### config.mk
export PLATFORM = sky130hd
export DESIGN_NAME = cache_line_xfer
export DESIGN_NICKNAME = d
export VERILOG_FILES = /design/src/rtl/cache_line_xfer.sv
export SDC_FILE = /design/constraint.sdc
export NUM_CORES = 2
export LEC_CHECK = 0
export ABC_AREA = 1
export CAP_MARGIN = 5
export CORE_AREA = 2 2 597 599
export DETAILED_ROUTE_END_ITERATION = 8
export DIE_AREA = 0 0 599 601
export GPL_TIMING_DRIVEN = 1
export HOLD_SLACK_MARGIN = 0.15
export PLACE_DENSITY = 0.43
export SYNTH_ARGS = -nofsm -noshare
export SYNTH_HDL_FRONTEND = slang
export SYNTH_SLANG_ARGS = --single-unit
### constraint.sdc
create_clock -name clk -period 3.25 [get_ports clk]
set_input_delay 0.4875 -clock clk [delete_from_list [all_inputs] [get_ports clk]]
set_output_delay 0.4875 -clock clk [all_outputs]
set_load 0.05 [all_outputs]
### src/rtl/cache_line_xfer.sv
// cache_line_xfer
// Purpose : single-outstanding miss handler; optional dirty-victim writeback burst, then refill burst
//           through the bus controller's shared 512-bit line FIFO.
// Latency : clean miss with an immediately responding controller -> resp_valid 12 cycles after accept.
// Backpressure: req_ready only in IDLE; the refilled line is held on resp_valid/resp_data until resp_ready.
//
// Ports:
//   clk, rst                 clock, synchronous active-high reset (shared with the bus controller)
//   req_*                    miss request: line address, dirty flag, victim address and victim line
//   resp_valid/ready/data    refilled 512-bit line back to the cache
//   busy                     high whenever a miss is in flight
//   ctl_*                    burst request to the bus controller (len fixed at 7, data tied 0)
//   fifo_*                   beat access into the controller's line FIFO, plus the release pulse
//   perf_*                   refill / writeback / busy-cycle counters
//
// Build option: define LINE_XFER_PERF_EN to build the perf_* counters; otherwise they are tied to 0.

module cache_line_xfer #(
   parameter int LINE_BEATS = 8,
   parameter int ADDR_W     = 64
) (
   input  logic                     clk,
   input  logic                     rst,
   input  logic                     req_valid,
   output logic                     req_ready,
   input  logic [ADDR_W-1:0]        req_addr,
   input  logic                     req_dirty,
   input  logic [ADDR_W-1:0]        req_victim_addr,
   input  logic [LINE_BEATS*64-1:0] req_victim_data,
   output logic                     resp_valid,
   input  logic                     resp_ready,
   output logic [LINE_BEATS*64-1:0] resp_data,
   output logic                     busy,
   input  logic                     ctl_ready,
   output logic                     ctl_req,
   output logic                     ctl_rw,
   output logic [ADDR_W-1:0]        ctl_addr,
   output logic [63:0]              ctl_data,
   output logic [7:0]               ctl_len,
   input  logic                     ctl_done,
   output logic [8:0]               fifo_idx,
   output logic [63:0]              fifo_wdata,
   output logic                     fifo_wen,
   output logic                     fifo_done,
   input  logic [63:0]              fifo_rdata,
   output logic [31:0]              perf_refills,
   output logic [31:0]              perf_writebacks,
   output logic [31:0]              perf_busy_cycles
);

   localparam int LINE_W = LINE_BEATS * 64;
   localparam int BEAT_W = $clog2(LINE_BEATS);
   localparam logic [BEAT_W-1:0] LAST_BEAT   = BEAT_W'(LINE_BEATS - 1);
   // Line offset bits; cleared on every captured address so bursts are line aligned.
   localparam logic [ADDR_W-1:0] OFFSET_MASK = ADDR_W'(63);

   typedef enum logic [3:0] {
      S_IDLE,
      S_W_ISSUE,
      S_W_FILL,
      S_W_WAIT,
      S_WB_REL,
      S_R_ISSUE,
      S_R_WAIT,
      S_R_DRAIN,
      S_RD_REL,
      S_RESP
   } state_t;

   state_t              state;
   state_t              state_nx;

   logic [ADDR_W-1:0]   miss_addr;
   logic [ADDR_W-1:0]   victim_addr;
   logic [LINE_W-1:0]   victim_data;
   logic [LINE_W-1:0]   line_buf;
   logic [BEAT_W-1:0]   beat;
   logic [BEAT_W+5:0]   beat_off;

   // Bit offset of the current beat, both into the controller FIFO and into the line buffers.
   assign beat_off = {beat, 6'b0};

   assign ctl_data = '0;
   assign ctl_len  = 8'(LINE_BEATS - 1);

   // ------------------------------------------------------------------
   // State register
   // ------------------------------------------------------------------
   always_ff @(posedge clk) begin
      if (rst) begin
         state <= S_IDLE;
      end else begin
         state <= state_nx;
      end
   end

   // ------------------------------------------------------------------
   // Next state and outputs (outputs are a pure function of state so
   // every output settles to its idle value one cycle after reset)
   // ------------------------------------------------------------------
   always_comb begin
      state_nx   = state;
      req_ready  = 1'b0;
      busy       = 1'b1;
      resp_valid = 1'b0;
      resp_data  = '0;
      ctl_req    = 1'b0;
      ctl_rw     = 1'b0;
      ctl_addr   = '0;
      fifo_idx   = '0;
      fifo_wdata = '0;
      fifo_wen   = 1'b0;
      fifo_done  = 1'b0;

      unique case (state)
         S_IDLE: begin
            busy      = 1'b0;
            req_ready = 1'b1;
            if (req_valid) begin
               state_nx = req_dirty ? S_W_ISSUE : S_R_ISSUE;
            end
         end

         // Controller signals acceptance by dropping ctl_ready.
         S_W_ISSUE: begin
            ctl_req  = 1'b1;
            ctl_rw   = 1'b1;
            ctl_addr = victim_addr;
            if (!ctl_ready) begin
               state_nx = S_W_FILL;
            end
         end

         // One victim beat per cycle; the controller FIFO never stalls writes.
         S_W_FILL: begin
            ctl_req    = 1'b1;
            ctl_rw     = 1'b1;
            ctl_addr   = victim_addr;
            fifo_wen   = 1'b1;
            fifo_idx   = beat_off;
            fifo_wdata = victim_data[beat_off +: 64];
            if (beat == LAST_BEAT) begin
               state_nx = S_W_WAIT;
            end
         end

         // ctl_done is sampled from the first cycle here, so a done that
         // coincides with state entry is not lost.
         S_W_WAIT: begin
            ctl_req  = 1'b1;
            ctl_rw   = 1'b1;
            ctl_addr = victim_addr;
            if (ctl_done) begin
               state_nx = S_WB_REL;
            end
         end

         S_WB_REL: begin
            fifo_done = 1'b1;
            state_nx  = S_R_ISSUE;
         end

         S_R_ISSUE: begin
            ctl_req  = 1'b1;
            ctl_addr = miss_addr;
            if (!ctl_ready) begin
               state_nx = S_R_WAIT;
            end
         end

         S_R_WAIT: begin
            ctl_req  = 1'b1;
            ctl_addr = miss_addr;
            if (ctl_done) begin
               state_nx = S_R_DRAIN;
            end
         end

         // fifo_rdata is a combinational read at fifo_idx; captured below.
         S_R_DRAIN: begin
            ctl_req  = 1'b1;
            ctl_addr = miss_addr;
            fifo_idx = beat_off;
            if (beat == LAST_BEAT) begin
               state_nx = S_RD_REL;
            end
         end

         S_RD_REL: begin
            fifo_done = 1'b1;
            state_nx  = S_RESP;
         end

         // Leaving on the handshake cycle means req_ready is low in that
         // cycle; the next miss is taken from IDLE one cycle later.
         S_RESP: begin
            resp_valid = 1'b1;
            resp_data  = line_buf;
            if (resp_ready) begin
               state_nx = S_IDLE;
            end
         end

         default: begin
            state_nx = S_IDLE;
         end
      endcase
   end

   // ------------------------------------------------------------------
   // Request capture, beat counter and refill line assembly
   // ------------------------------------------------------------------
   always_ff @(posedge clk) begin
      if (rst) begin
         miss_addr   <= '0;
         victim_addr <= '0;
         victim_data <= '0;
         line_buf    <= '0;
         beat        <= '0;
      end else begin
         if (state == S_IDLE && req_valid) begin
            miss_addr   <= req_addr & ~OFFSET_MASK;
            victim_addr <= req_victim_addr & ~OFFSET_MASK;
            victim_data <= req_victim_data;
         end

         // Counter wraps back to 0 after the last beat, ready for the next burst.
         if (state == S_W_FILL || state == S_R_DRAIN) begin
            beat <= beat + 1'b1;
         end

         if (state == S_R_DRAIN) begin
            line_buf[beat_off +: 64] <= fifo_rdata;
         end
      end
   end

   // ------------------------------------------------------------------
   // Performance counters
   // ------------------------------------------------------------------
`ifdef LINE_XFER_PERF_EN
   logic [31:0] refills_q;
   logic [31:0] writebacks_q;
   logic [31:0] busy_cycles_q;

   // Plain 32-bit adders: counters wrap from all-ones back to zero.
   always_ff @(posedge clk) begin
      if (rst) begin
         refills_q     <= '0;
         writebacks_q  <= '0;
         busy_cycles_q <= '0;
      end else begin
         if (state == S_RD_REL) begin
            refills_q <= refills_q + 32'd1;
         end
         if (state == S_WB_REL) begin
            writebacks_q <= writebacks_q + 32'd1;
         end
         if (busy) begin
            busy_cycles_q <= busy_cycles_q + 32'd1;
         end
      end
   end

   assign perf_refills     = refills_q;
   assign perf_writebacks  = writebacks_q;
   assign perf_busy_cycles = busy_cycles_q;
`else
   assign perf_refills     = '0;
   assign perf_writebacks  = '0;
   assign perf_busy_cycles = '0;
`endif

endmodule

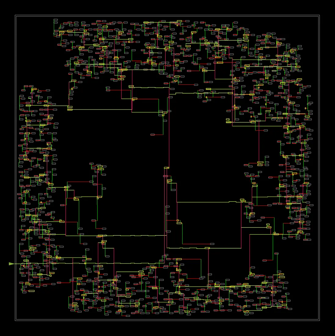
clock_nets.png
number of sequential cells in the layout: 1147
number of buffers created by CTS: 159
count of clock-net buffers in the final layout: 223

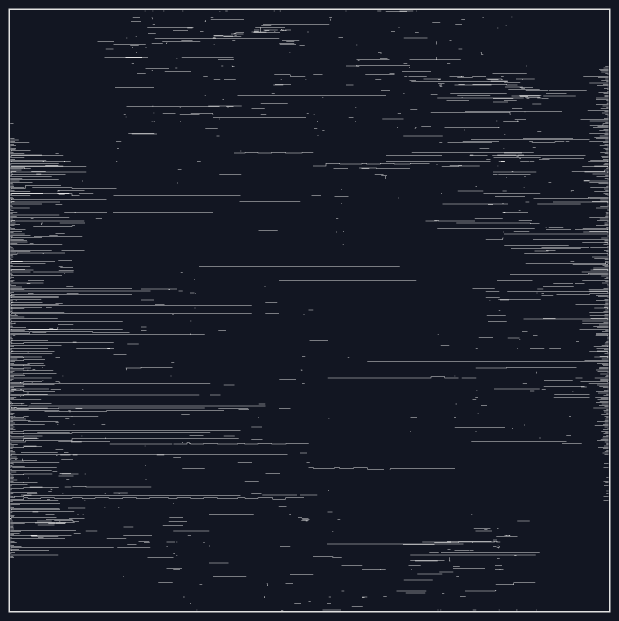
m3.png
Scale: 1 px per um.
944 nets have wire on it. The wires run mostly horizontal. The layer holds 6.6% of the routed length. The layer carries 23.4 mm of wire.
post-detailed-routing wire length: 355000 um
vias after detailed routing: 55491
met3 GRT Util: 4.67%

==> flow.log <==
[flow] collecting metrics
INFO  metric drv.max_cap_violation_count = 0
INFO  metric worst_hold_endpoint = victim_data[19]
INFO  metric grt_max_degree = 175
INFO  metric worstSetupPathDepth = 7
INFO  metric post_synth.cell_area_avg = 6.93 sq um
INFO  metric outcome = finished, violations left
INFO  metric synthMuxAreaShare = 0%
INFO  metric area_growth = 66.1%
INFO  metric initial_antenna_violation_count = 130
INFO  metric vias_per_cell = 4.04
INFO  metric reg_to_reg_slack_setup = 120 ps
INFO  metric cts_post_setup_buffers_inserted = 48
INFO  metric startpoint_type = flip-flop
INFO  metric floorplan.core_util = 14.6%
INFO  metric fin_nets = 9552
INFO  metric ff_type = sky130_fd_sc_hd__dfxtp_1
INFO  metric rr_startpoint = beat[0]
INFO  metric detail_route.iter0.violations = 3717
INFO  metric wirelength_met1 = 134000 um
INFO  metric floorplan.rows = 219
INFO  metric critical_path.cell_chain = buf_12 -> buf_16 -> buf_16 -> o211ai_1 -> nand3_1 -> and3_4 -> buf_12
INFO  metric syn-instance-count = 7471
INFO  metric fin_ws = -77.9 ps
INFO  metric largest_area_cell = sky130_fd_sc_hd__dfxtp_1
INFO  metric finalSetupViolations = 8
INFO  metric cts_hold_buf = 125
INFO  metric timing.clock.skew = 31.0 ps
INFO  metric first_pass_grt_wire_length = 463000 um
INFO  metric non_filler_instance_count_after_layout = 13742
INFO  metric number_of_gates_given_a_new_drive_strength_after_cts = 645
INFO  metric comb_power_share = 37.6%
INFO  metric synth_stat.cells = 7471
INFO  metric topCombFamilyByArea = AND-OR/OR-AND gates
INFO  metric synth.yosys.warnings = 0
INFO  metric drive_gt1_share = 19.0%
INFO  metric worstSetupEndpointType = primary output
INFO  metric failed_checks = setup timing
INFO  metric clock_power_share = 32.3%
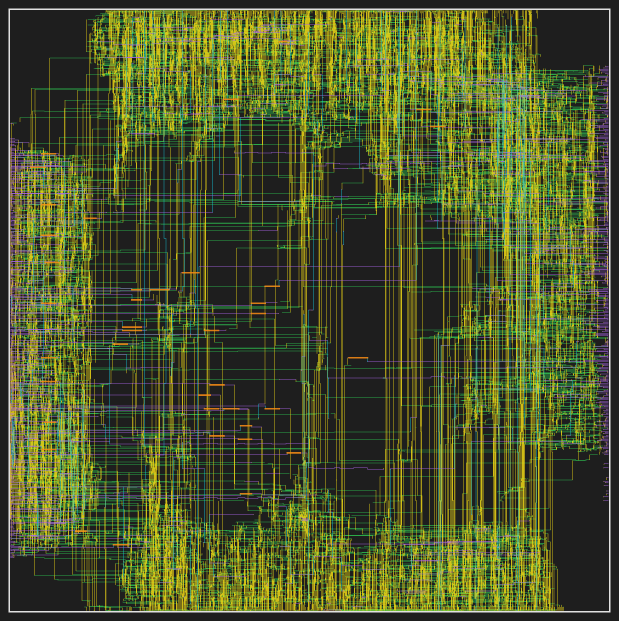
layers.png
Scale: 1 px per um.
Key: M1 = green [wire length 134 mm]; M4 = cyan [wire length 14100 um]; M3 = purple [wire length 23.4 mm]; M5 = orange [wire length 526 um]; M2 = yellow [wire length 183 mm]
global-route total usage across every layer: 18.6%
Routed WL per cell: 25.8 um

[layout make-up]
type	instances	area, sq um
flip-flops and latches	1147	23000
multi-input cells	4663	23600
inverters	1045	3980
fillers	39382	268000
diodes	41	103
well taps	4751	5940
clock buffers	223	4570
repair buffers	1818	24100
clock inverters	54	677
[registers in the layout (all words and copies together), names as in the netlist]
name         flops
beat             3
victim_data    512
miss_addr       58
victim_addr     58
line_buf       512
state            4
[metrics by stage]
| step | power, mW | hold WS (ps) | setup slack (ps) | util [%] |
|---|---|---|---|---|
| global placement | 34.8 | 439 | 333 | 21.0 |
| floorplan | 27.4 | 429 | 84.2 | - |
| global route | 59.3 | 184 | -185 | 24.3 |
| CTS | 56.5 | 150 | -283 | 23.8 |
| finish | 56.4 | 238 | -77.9 | 24.3 |
| detailed placement | 34.9 | 443 | 298 | 21.0 |
No activity file was given, so power comes from the tool's default toggle rates.
